<file path="src/rtl/sm_arith_pkg.sv">
// Shared types and helpers for sign-magnitude arithmetic blocks.
// Conversions work on a MAXW-bit word and take the live width as an argument.
package sm_arith_pkg;

  localparam int MAXW = 64;

  typedef enum logic [1:0] {
    IDLE,
    ADD,
    DONE
  } state_e;

  typedef logic [MAXW-1:0] word_t;

  function automatic word_t wmask(input int w);
    return {MAXW{1'b1}} >> (MAXW - w);
  endfunction

  function automatic logic sgn_of(input word_t v, input int w);
    return |(v & (word_t'(1) << (w - 1)));
  endfunction

  // Negative zero falls out as 0 since -0 == 0.
  function automatic word_t sm_to_c2(input word_t v, input int w);
    word_t m;
    word_t mag;
    m   = wmask(w);
    mag = v & (m >> 1);
    return sgn_of(v, w) ? ((-mag) & m) : mag;
  endfunction

  function automatic word_t c2_to_sm(input word_t v, input int w);
    word_t m;
    word_t mag;
    logic  s;
    m   = wmask(w);
    s   = sgn_of(v, w);
    mag = s ? ((-v) & m) : (v & m);
    return s ? (mag | (word_t'(1) << (w - 1))) : mag;
  endfunction

  function automatic bit sm_legal(input int w, input int d);
    return (w >= 2) && (w <= MAXW) && (d >= 1) &&
           (d <= w) && ((w % d) == 0);
  endfunction

endpackage

</file>
<file path="src/rtl/fac.sv">
// Single-bit full adder cell.
module fac (
  input  logic a,
  input  logic b,
  input  logic ci,
  output logic s,
  output logic co
);

  assign s  = a ^ b ^ ci;
  assign co = (a & b) | (ci & (a ^ b));

endmodule

</file>
<file path="src/rtl/rca_digit.sv">
// D-bit ripple-carry digit adder built from fac cells.
module rca_digit #(
  parameter int D = 4
) (
  input  logic [D-1:0] x,
  input  logic [D-1:0] y,
  input  logic         c_in,
  output logic [D-1:0] z,
  output logic         c_out
);

  logic [D:0] c;

  assign c[0]  = c_in;
  assign c_out = c[D];

  for (genvar i = 0; i < D; i++) begin : g_bit
    fac u_fac (
      .a  (x[i]),
      .b  (y[i]),
      .ci (c[i]),
      .s  (z[i]),
      .co (c[i+1])
    );
  end

endmodule

</file>
<file path="src/rtl/sm_addsub_serial.sv">
// Digit-serial sign-magnitude add/sub, D bits per clock.
// Define SM_ADDSUB_SAT_EN to saturate z on overflow instead of zeroing it.
module sm_addsub_serial
  import sm_arith_pkg::*;
#(
  parameter int W = 16,
  parameter int D = 4
) (
  input  logic         clk,
  input  logic         rst_b,
  input  logic         start,
  input  logic         op,
  input  logic [W-1:0] x,
  input  logic [W-1:0] y,
  output logic         busy,
  output logic         done,
  output logic [W-1:0] z,
  output logic         c_out,
  output logic         ovr
);

  localparam int N  = W / D;
  localparam int CW = (N > 1) ? $clog2(N) : 1;

  if (!sm_legal(W, D)) begin : g_bad_cfg
    $error("sm_addsub_serial: illegal W/D combination");
  end

  state_e         state_q, state_d;
  logic [W-1:0]   xs_q, xs_d;
  logic [W-1:0]   ys_q, ys_d;
  logic [W-1:0]   zs_q, zs_d;
  logic           cy_q, cy_d;
  logic [CW-1:0]  cnt_q, cnt_d;
  logic           xsg_q, xsg_d;
  logic           ysg_q, ysg_d;
  logic [W-1:0]   z_q, z_d;
  logic           c_q, c_d;
  logic           ovr_q, ovr_d;
  logic           done_q, done_d;

  logic [W-1:0]   x_c, y_c, y_eff, zs_n;
  logic [D-1:0]   dsum;
  logic           dcy, raw_ovr, min_neg;

  rca_digit #(.D(D)) u_rca (
    .x     (xs_q[D-1:0]),
    .y     (ys_q[D-1:0]),
    .c_in  (cy_q),
    .z     (dsum),
    .c_out (dcy)
  );

  assign y_eff = {y[W-1] ^ op, y[W-2:0]};
  assign x_c   = W'(sm_to_c2(word_t'(x), W));
  assign y_c   = W'(sm_to_c2(word_t'(y_eff), W));

  // New digit enters at the top so the LSB digit ends up lowest.
  assign zs_n    = (zs_q >> D) | (W'(dsum) << (W - D));
  assign raw_ovr = (xsg_q == ysg_q) && (zs_n[W-1] != xsg_q);
  assign min_neg = (zs_n == {1'b1, {(W-1){1'b0}}});

  always_comb begin
    state_d = state_q;
    xs_d    = xs_q;
    ys_d    = ys_q;
    zs_d    = zs_q;
    cy_d    = cy_q;
    cnt_d   = cnt_q;
    xsg_d   = xsg_q;
    ysg_d   = ysg_q;
    z_d     = z_q;
    c_d     = c_q;
    ovr_d   = ovr_q;
    done_d  = 1'b0;
    unique case (state_q)
      IDLE: begin
        if (start) begin
          xs_d    = x_c;
          ys_d    = y_c;
          xsg_d   = x_c[W-1];
          ysg_d   = y_c[W-1];
          zs_d    = '0;
          cy_d    = 1'b0;
          cnt_d   = '0;
          state_d = ADD;
        end
      end
      ADD: begin
        xs_d  = xs_q >> D;
        ys_d  = ys_q >> D;
        zs_d  = zs_n;
        cy_d  = dcy;
        cnt_d = cnt_q + CW'(1);
        if (cnt_q == CW'(N - 1)) begin
          state_d = DONE;
          done_d  = 1'b1;
          c_d     = dcy;
          ovr_d   = raw_ovr | min_neg;
          if (raw_ovr | min_neg) begin
`ifdef SM_ADDSUB_SAT_EN
            z_d = {(raw_ovr ? xsg_q : 1'b1), {(W-1){1'b1}}};
`else
            z_d = '0;
`endif
          end else begin
            z_d = W'(c2_to_sm(word_t'(zs_n), W));
          end
        end
      end
      DONE: state_d = IDLE;
      default: state_d = IDLE;
    endcase
  end

  always_ff @(posedge clk or negedge rst_b) begin
    if (!rst_b) begin
      state_q <= IDLE;
      xs_q    <= '0;
      ys_q    <= '0;
      zs_q    <= '0;
      cy_q    <= 1'b0;
      cnt_q   <= '0;
      xsg_q   <= 1'b0;
      ysg_q   <= 1'b0;
      z_q     <= '0;
      c_q     <= 1'b0;
      ovr_q   <= 1'b0;
      done_q  <= 1'b0;
    end else begin
      state_q <= state_d;
      xs_q    <= xs_d;
      ys_q    <= ys_d;
      zs_q    <= zs_d;
      cy_q    <= cy_d;
      cnt_q   <= cnt_d;
      xsg_q   <= xsg_d;
      ysg_q   <= ysg_d;
      z_q     <= z_d;
      c_q     <= c_d;
      ovr_q   <= ovr_d;
      done_q  <= done_d;
    end
  end

  assign busy  = (state_q != IDLE);
  assign done  = done_q;
  assign z     = z_q;
  assign c_out = c_q;
  assign ovr   = ovr_q;

endmodule

</file>
<file path="config.mk">
export PLATFORM = sky130hd
export DESIGN_NAME = sm_addsub_serial
export DESIGN_NICKNAME = d
export VERILOG_FILES = /design/src/rtl/sm_arith_pkg.sv /design/src/rtl/fac.sv /design/src/rtl/rca_digit.sv /design/src/rtl/sm_addsub_serial.sv
export SDC_FILE = /design/constraint.sdc
export NUM_CORES = 1
export LEC_CHECK = 0
export ABC_AREA = 1
export CAP_MARGIN = 20
export CORE_MARGIN = 10
export CORE_UTILIZATION = 55
export CTS_CLUSTER_DIAMETER = 60
export DETAILED_ROUTE_END_ITERATION = 10
export PLACE_DENSITY = 0.8
export SETUP_SLACK_MARGIN = 0.1
export SLEW_MARGIN = 5
export SYNTH_ARGS = -nofsm -noshare
export SYNTH_HDL_FRONTEND = slang
export SYNTH_SLANG_ARGS = --single-unit
</file>
<file path="constraint.sdc">
create_clock -name clk -period 3 [get_ports clk]
set_input_delay 0.45 -clock clk [delete_from_list [all_inputs] [get_ports clk]]
set_output_delay 0.45 -clock clk [all_outputs]
set_load 0.005 [all_outputs]
</file>
Run 1, placement by cell class:
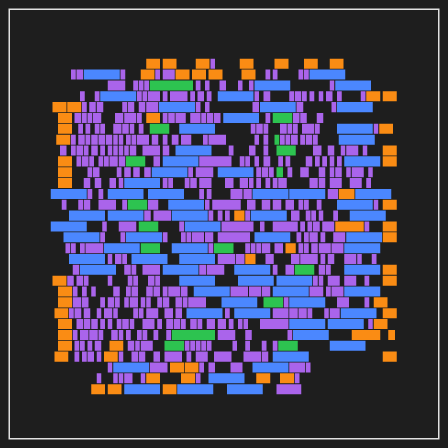
| color | class | cells | share of their area |
|---|---|---|---|
| orange | remaining buffers and delay cells | 61 | 13% |
| purple | remaining logic cells | 435 | 47% |
| green | clock drivers and dummy loads | 16 | 4.7% |
| blue | registers | 70 | 36% |
core region area: 7330 um^2
share of the core filled with cells in the final layout: 0.689
sequential share of cell area: 0.347

Run 1, cell area per tile:
The die is cut into 11 by 11 equal tiles; black is low, pale yellow is high, 0 to 100% covered.
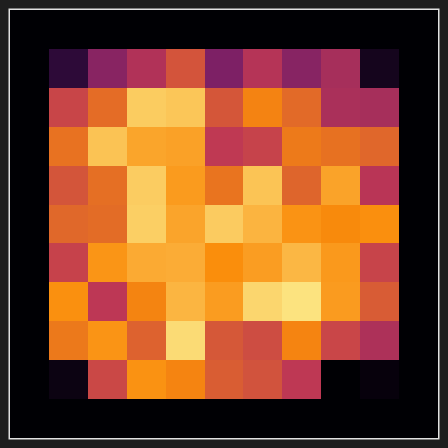
nearly empty tiles: 35%
densest ninth of the die: middle
mean over tiles: 43%
tiles over 75% full: 26%
fullest tile: 94%
fp_density: 0.572

Run 1, where the registers sit:
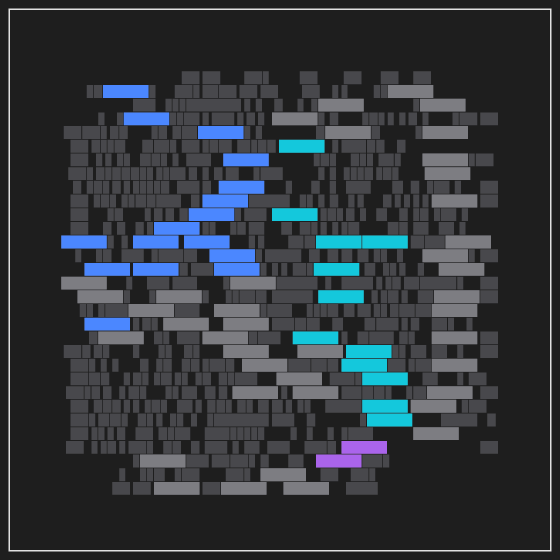
| color | name in the netlist | sequential cells |
|---|---|---|
| cyan | zs_q | 12 |
| blue | xs_q | 16 |
| purple | state_q | 2 |
not colored: 40
sequential group power: 0.00168 W
sequential cell area: 1750 um^2

==> run summary, run 1 <==
Latest figures from synthesis and place and route.

The library cell with the highest instance count after synthesis is sky130_fd_sc_hd__nand2_1. The routed design has 9.76 mm of wire. The finished layout holds 681 standard cells, fillers aside. The worst slew slack as a fraction of its limit is 0.611. The worst hold margin is around 0.1 ns. In this run the critical path is formed by inv_1, fa_2, inv_2, fa_1, inv_1, fa_2, fa_2, xnor2_1, o21ai_2, nand3_4, inv_4, nand3_1, nand2_1.

The register bit total from synthesis is around 70. The power in combinational cells is 0.00317 W. No sink is reached through more buffers than the 2 on the longest clock path. The combined global-route utilization of all metal layers is 0.175.

The maximum vdd ir drop is ~530 uV. Yosys printed 0 warnings. The flow ran to the end, and the final reports show no timing, DRC or antenna violations. 0 antenna diodes ended up in the layout. The setup slack of the most critical reg-to-reg path is roughly 0.21 ns. The pin slew with the least headroom to its limit is 0.582 ns. The number of global-route vias before repair was ~3,600. The number of distinct standard cells referenced by the synthesized netlist is 38. TritonCTS built the clock tree. Looking at the cell usage after synthesis, the top flip-flop cell is sky130_fd_sc_hd__dfrtp_1. The capture point of the worst register-to-register path is recorded as z[12]$_DFFE_PN0P_. The total tool warning count is 26.

For reference, the final report shows the max-slew violation count at 0. The clock sink count is 70. Yosys mapped a number of flops with a built-in enable equal to 0. The first-pass GRT wire length is ~17 mm. The detailed router finished its first iteration with 129 violations. After detailed placement, the design holds a cell count of ~660. The post-route DRC violation count is 0.

According to the Yosys statistics, the synthesized design has a chip area of 4190 um^2. The cell family contributing the most delay on the critical path is adder cells. The worst setup path is captured at a register. The critical path starts at cy_q$_DFFE_PN0P_. The library cell with the largest summed area after synthesis is sky130_fd_sc_hd__dfrtp_1.
## run 1: layer usage
layer,up-vias,share of wire,GRT usage
met5,-,0,0
met4,0,0.020,0.0600
met3,20,0.051,0.0377
met2,103,0.50,0.295
met1,1739,0.43,0.218
li1,1832,-,-
## run 1: cell families (layout without fill, tap and decap cells)
| kind of cell | count (synthesis) | after routing | synth area share |
|---|---|---|---|
| AOI/OAI and AO/OA | 92 | 92 | 0.161 |
| buffers and inverters | 83 | 144 | 0.0928 |
| and+or+nand+nor | 255 | 255 | 0.270 |
| xor gates and xnor gates | 12 | 12 | 0.0251 |
| DFF | 70 | 70 | 0.418 |
| adders and majority gates | 8 | 8 | 0.0310 |
| muxes | 1 | 1 | 0.00239 |
## run 1: cells in the final DEF (no fill, tap or decap), types with 3 or more instances in the layout
cell                              count
sky130_fd_sc_hd__nand3_1             54
sky130_fd_sc_hd__a21oi_1              8
sky130_fd_sc_hd__inv_2                8
sky130_fd_sc_hd__o21ai_0             15
sky130_fd_sc_hd__nand4_1              5
sky130_fd_sc_hd__nor2_1              35
sky130_fd_sc_hd__a22oi_2             16
sky130_fd_sc_hd__nand2_2              3
sky130_fd_sc_hd__clkbuf_8            12
sky130_fd_sc_hd__or2_2                3
sky130_fd_sc_hd__clkdlybuf4s50_1     54
sky130_fd_sc_hd__a22oi_1              3
sky130_fd_sc_hd__inv_1               55
sky130_fd_sc_hd__o21ai_1             17
sky130_fd_sc_hd__o22ai_1             13
sky130_fd_sc_hd__ha_1                 4
sky130_fd_sc_hd__fa_2                 3
sky130_fd_sc_hd__inv_4                4
sky130_fd_sc_hd__xor2_1              10
sky130_fd_sc_hd__nand2_1            140
sky130_fd_sc_hd__buf_4                3
sky130_fd_sc_hd__nor2_2               5
sky130_fd_sc_hd__o21ai_2             14
sky130_fd_sc_hd__dfrtp_1             70
## Run 2: what changed since run 1
- RECOVER_POWER: not set -> 25
==> run summary, run 2 <==
Latest figures from synthesis and place and route.

The flow ran to the end, but the final reports show violations. The checks that failed: capacitance limit, slew limit. sky130_fd_sc_hd__nand2_1 is the most common cell in the netlist. The summed standard-cell area reported by yosys is ~4200 um^2. In this run the worst setup path begins at cy_q$_DFFE_PN0P_. The number of global-route vias before repair is 3,645. The clock tree from TritonCTS is yes. The number of flops mapped to enable cells by yosys is 0. In the floorplan report the effective utilization is 0.572. The final instance count without filler cells is 681.

The aggregate routed wire length is between 9 and 10 mm. The sort of element at the end of the critical path is a register. The startpoint class of the critical path is a register. In the finished design, the share of the clock period the worst path needs comes to 0.929. Counting every sink on the clock net gives 70.

Ranking logic cells in the layout by count gives the top entries sky130_fd_sc_hd__nand2_1 (140), sky130_fd_sc_hd__dfrtp_1 (70), sky130_fd_sc_hd__inv_1 (55). The sequential cells in the finished layout cover a total of 1750 um^2. The most common logic cell in the routed design is sky130_fd_sc_hd__nand2_1. In this run the VDD rail shows a maximum IR drop of 535 uV. The worst slew slack as a fraction of its limit is -0.101. In the power breakdown, the internal column shows 0.00320 W. 0 antenna diodes ended up in the layout. The worst register-to-register path ends at z[12]$_DFFE_PN0P_.

The number of maximum-capacitance violations is 1. Setup violations remaining at the end of the flow were counted as 0. The first-pass GRT wire length is 16.8 mm. The power of the sequential group is 0.00167 W. The library cell with the largest summed area after synthesis is sky130_fd_sc_hd__dfrtp_1. Summing over the stages, the warning tally comes to 26.

Looking at the max-slew report, the worst-margin pin has a slew of ~1.7 ns. The main flop type is sky130_fd_sc_hd__dfrtp_1. In the routed layout, each cell is associated on average with a via count of 5.46.

Summed over all failing endpoints, the final setup total negative slack is 0 ns. Counting pins that exceed their max-slew limit in the final report gives 71. During synthesis, Yosys emitted a total of 0 warnings. The combinational power reported by the tool is approximately 0.0032 W. The floorplan step defined a core boundary enclosing 7330 um^2.

In this run the critical path is formed by inv_1, fa_2, inv_2, fa_1, inv_1, fa_2, fa_2, xnor2_1, o21ai_2, nand3_4, inv_4, nand3_1, nand2_1. TritonRoute reported its final design rule violation total as 0. The number of distinct standard cells referenced by the synthesized netlist is 38. Looking at the clock tree report, the maximum root-to-sink buffer count equals 2. Once placement completed, the tool counted placed cells totaling 662. The DRC violation total after the first TritonRoute iteration is 120. The share of synthesized registers carrying an async set or reset is 1.00.

The cell family contributing the most delay on the critical path is adder cells.
run 2: cell counts after synthesis:
Identical to the previous run, type by type.
run 2: routing by layer:
layer  GRT usage  routed length (um)  up-vias
met4      0.0600                 199        0
met3      0.0377                 545       20
met1       0.218                4150     1745
met2       0.295                4900      117
li1            -                   -     1833
met5           0                   0        -
run 2: timing repair:
action,4_1_cts,5_1_grt
setup endpoints to repair,11,17
buffers inserted,1,2
pin swaps,2,1
gates cloned,0,0
resized,1,8
run 2: logic make-up after synthesis:
logic type                 after synthesis  synth area share
xor gates and xnor gates                12            0.0251
AOI/OAI and AO/OA                       92             0.161
DFF                                     70             0.418
muxes                                    1           0.00239
buffers and inverters                   83            0.0928
adders and majority gates                8            0.0310
and+or+nand+nor                        255             0.270
run 2: final cells by class:
| cell class | instances | share of cell area |
|---|---|---|
| multi-input cells | 368 | 0.409 |
| flip-flops and latches | 70 | 0.348 |
| repair buffers | 61 | 0.120 |
| inverters | 67 | 0.0519 |
| clock buffers | 13 | 0.0335 |
| well taps | 99 | 0.0246 |
| clock inverters | 3 | 0.0129 |
run 2: worst max-delay path by stage:
stage / to / slack (ns) / cells past startpoint
floorplan: ovr$_DFFE_PN0P_ / 0.35 / 15
global placement: z[12]$_DFFE_PN0P_ / 0.23 / 13
detailed placement: z[12]$_DFFE_PN0P_ / 0.06 / 13
CTS: z[7]$_DFFE_PN0P_ / 0.10 / 14
global route: z[14]$_DFFE_PN0P_ / 0.13 / 13
finish: z[12]$_DFFE_PN0P_ / 0.21 / 13
run 2: metrics by stage:
| stage | hold slack, ns | util |
|---|---|---|
| after floorplan | 0.154 | - |
| after global placement | 0.466 | 0.650 |
| after detailed placement | 0.465 | 0.650 |
| after CTS | 0.130 | 0.685 |
| after global routing | 0.513 | 0.687 |
| final | 0.479 | 0.687 |
Run 2, congestion heat map:
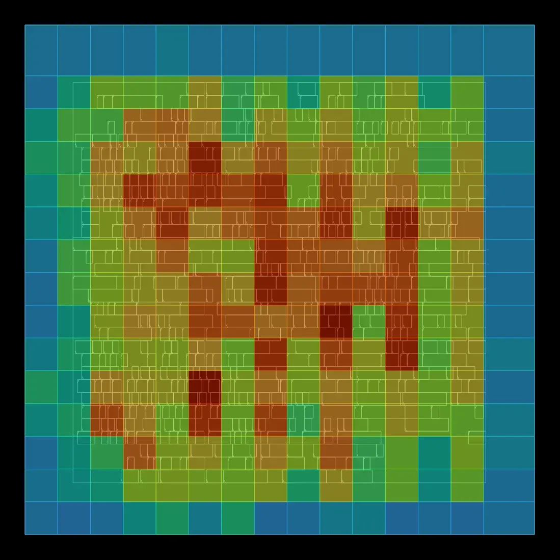
met2 global-route usage: 0.295
global-route usage over all layers: 0.175
share of the core filled with cells in the final layout: 0.687

Run 2, placement by cell class:
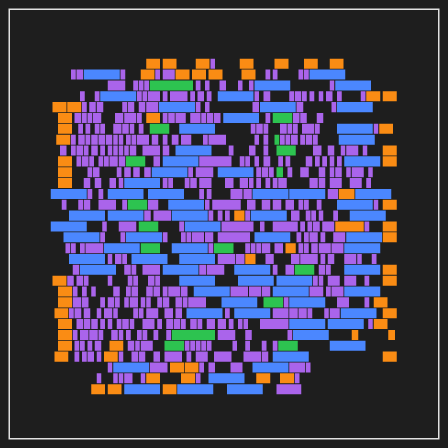
| color | class | cells | share of their area |
|---|---|---|---|
| green | clock drivers and dummy loads | 16 | 4.8% |
| orange | remaining buffers and delay cells | 61 | 12% |
| blue | registers | 70 | 36% |
| purple | remaining logic cells | 435 | 47% |
sequential share of cell area: 0.348
post-route standard cell area excluding fillers: 5040 um^2
number of placement rows: 31

No activity file was given, so power comes from the tool's default toggle rates.
